logic_types.png
The bar under the picture is 50 um long.
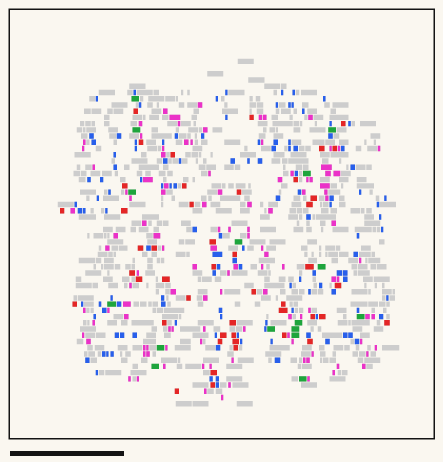
metal_density.png
37 x 37 tiles, from black (low) to pale yellow (high), scaled to the fullest tile. Values are wire area over tile area, all layers added.
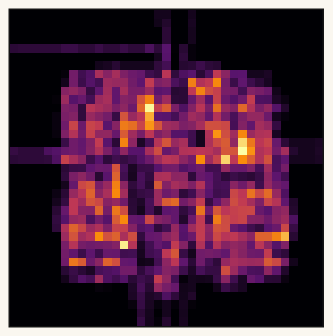
placement.png
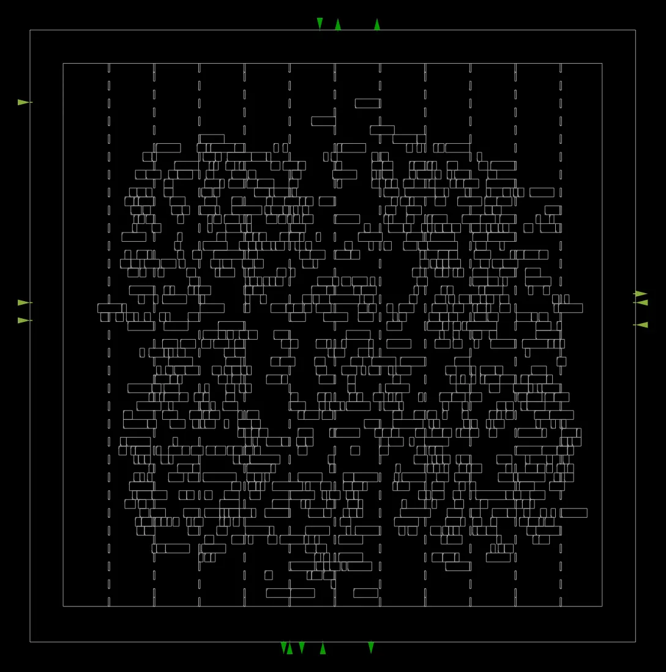
==> config.mk <==
export PLATFORM = sky130hd
export DESIGN_NAME = tt_um_jimktrains_vslc_servo
export DESIGN_NICKNAME = d
export VERILOG_FILES = /design/src/rtl/tt_um_jimktrains_vslc_servo.sv
export SDC_FILE = /design/constraint.sdc
export NUM_CORES = 1
export LEC_CHECK = 0
export ABC_CLOCK_PERIOD_IN_PS = 4700
export CAP_MARGIN = 10
export CORE_AREA = 10 10 175 177
export DETAILED_ROUTE_END_ITERATION = 12
export DIE_AREA = 0 0 185 187
export DONT_BUFFER_PORTS = 1
export PLACE_DENSITY_LB_ADDON = 0.15
export SETUP_SLACK_MARGIN = 0.15
export SLEW_MARGIN = 20
export SYNTH_ARGS = -nofsm -noshare
export SYNTH_HDL_FRONTEND = slang
export SYNTH_SLANG_ARGS = --single-unit
==> constraint.sdc <==
create_clock -name clk -period 4.7 [get_ports clk]
set_clock_uncertainty 0.05 [all_clocks]
set_input_delay 0.705 -clock clk [delete_from_list [all_inputs] [get_ports clk]]
set_output_delay 0.705 -clock clk [all_outputs]
set_load 0.01 [all_outputs]
==> flow_summary_export.csv <==
group,metric,value,unit
worst_setup_path,crit_path_max_incr_delay,0.42,ns
pwr,p_int,1.24,mW
synth,yosys-top-cells-count,"ha_1 (110), dfxtp_1 (64), inv_1 (64)",
routing,firstDrtPassIters,7,
worst_setup_path,reg2reg_slack,0.41,ns
clock_network,cts_hold_buffers,0,
layout,final_area,0.00770,mm2
synth,synth_area_per_cell,8.12,um2
pwr,switching_power,0.640,mW
worst_setup_path,end_kind,"flop",
synth,synth.cell_area,0.00668,mm2
pwr,powerComb,0.633,mW
placed_design,post_dp_cell_area,0.00727,mm2
clock_network,ctsLongestPathBuffers,2,
floorplan,fp_util,0.245,
grt,grt_pass1_vias,5749,
clock_network,cts_buffers,9,
worst_setup_path,cp_max_fo,8,
placed_design,place_inst,1185,
layout,layout-drive-gt1-share,0.132,
placed_design,finalWeightedCongestion,0.815,
grt,grt_use_total,0.112,
synth,top_cell,"ha_1",
routing,routed_wl,19100,um
routing,route.met3.wl,487,um
timing,finalCritPeriodShare,0.913,
routing,drt_first_iter_violations,271,
worst_setup_path,cp.depth,17,
worst_setup_path,critPathArrivalTime,4.53,ns
pwr,pwr-share-comb,0.337,
synth,yosys_cells,823,
clock_network,clock-sinks,64,
clock_network,cts_setup_buffers,0,
worst_setup_path,slowest_stage,"ha_1",
floorplan,die_h,187,um
timing,worstMarginPinSlew,0.982,ns
timing,setup_violations,0,
worst_setup_path,crit_top_cell,"ha_1",
placed_design,post-place-ws,0.132,ns
clock_network,cts_max_level,3,
timing,relSlewSlack,0.344,
placed_design,io_buffers,0,
clock_network,root_buffer,"clkbuf_16",
pwr,p_seq_frac,0.298,
synth,yosys.area.top_type_share,0.206,
grt,gr-total-overflow,0,
worst_setup_path,start_kind,"flop",
layout,largest_reg_flops,32,
synth,ys_seq_share,0.192,
synth,top_area_cell,"ha_1",
worst_setup_path,rr_worst_depth,17,
grt,grtUsageMet3,0.0204,
pwr,pwr-share-clk,0.365,
pwr,ir_drop,130,uV
placed_design,detailed_place_hpwl,14800,um
timing,fmax,233,MHz
routing,wl_met1,9620,um
run,max_cap_violations,0,
worst_setup_path,criticalPathCategory,"flop to flop",
layout,lay_top_cells,"ha_1 (104), inv_1 (64), nor2_1 (63)",
clock_network,clk_pin_slew,0.06,ns
routing,vias_per_cell,4.79,
grt,grt_pass1_wl,31100,um
timing,drv_slew,0,
min_path,hold-path-cell-count,1,
timing,finalHoldViolations,0,
grt,grt_util_met2,0.178,
worst_setup_path,path_cells,"inv_1 -> ha_1 -> nand2_1 -> o21bai_1 -> a21oi_1 -> xnor2_1 -> nand4_1 -> or2_2 -> ha_1 -> a21oi_2 -> ha_1 -> a21o_1 -> a21o_1 -> a31oi_1 -> o2bb2ai_1 -> mux2i_1 -> and4_1",
clock_network,clk_latency,0.35,ns
pwr,pg_seq,0.558,mW
pwr,power.group.top,"the clock network",
pwr,powerDensity,244,mW/mm2
pwr,power,1.88,mW
layout,antenna-diode-count,0,
floorplan,die_area,0.0346,mm2
synth,ys_warn_count,0,
layout,final_core_util,0.282,
synth,post_synth_num_cell_types,76,
timing,rsz0062_at_grt,"no",
grt,grt_max_degree,29,
synth,edf_count,0,
grt,antenna_found_initial,0,
grt,gr-max-usage-layer,"met2",
synth,synthCells,823,
clock_network,cts_tree,"yes",
clock_network,cts-resized-gates,2,
pwr,swShare,0.341,
timing,min_period,4.29,ns
pwr,leakage,3.37,nW
synth,flop_cell,"dfxtp_1",
grt,met1_usage,0.152,
pwr,p_clk,0.684,mW
layout,synthToLayoutAreaGrowth,15.2,%
run,openroad.warnings,58,
timing,fin_ws,0.411,ns
run_status,status,"finished clean",
worst_setup_path,critPathTopFamily,"AND-OR/OR-AND gates",
routing,top_layer,"met4",
synth,syn-num-nets,953,
routing,drc,0,
worst_setup_path,crit_buf_inv,1,
floorplan,core.rowCount,61,
routing,ant_nets,0,
min_path,hold_class,"primary input to flop",
layout,nets,981,
floorplan,die_width,185,um
timing,fin_setup_tns,0,ns
floorplan,pin_count,14,
synth,topCellsByArea,"ha_1 (21%), dfxtp_1 (19%), a21oi_1 (4.6%)",
routing,wl_met2,8760,um
synth,async_reset_ff_frac,0,
worst_setup_path,critPathRequiredTime,4.94,ns
synth,yosys_area,0.00668,mm2
-- logic_types.png (at the start) --
colour	family	cells	most used
magenta	nor cells	113	nor2_1
blue	nand cells	122	nand2_1
red	and/or cells	46	or2_2
green	mux cells	16	mux2i_1
Comb area share: 0.665
Non-Filler Instances: 1202
most numerous logic cell after layout: ha_1

-- metal_density.png (at the start) --
mean over tiles	0.084
nearly empty tiles	43%
densest ninth of the die	centre
tiles over half the peak	9.3%
DR WL/cell: 15.9 um
via count: 5761

-- placement.png (at the start) --
FFs & Latches: 64
Tapcells: 346
Layout fillers: 2960
CORE AREA: 0.0273 mm2

cells by family (layout without fill, tap and decap cells):
logic type / Yosys count / after routing / share of synthesized area
mux: 16 / 16 / 0.0242
flops: 64 / 64 / 0.192
simple gates: 281 / 281 / 0.221
buf+inv: 90 / 123 / 0.0590
xor+xnor: 44 / 44 / 0.0577
compound gates: 206 / 206 / 0.204
fa+ha+maj: 122 / 122 / 0.242
layout make-up:
| cell class | count | area (um2) | share of cell area |
|---|---|---|---|
| inverter | 65 | 244 | 0.0317 |
| multi-input combinational | 669 | 5120 | 0.665 |
| sequential | 64 | 1290 | 0.168 |
| clock inverter | 5 | 40.0 | 0.00520 |
| tap | 346 | 433 | 0.0562 |
| timing repair buffer | 42 | 315 | 0.0410 |
| clock buffer | 11 | 253 | 0.0328 |
Power and IR drop assume default switching activity.
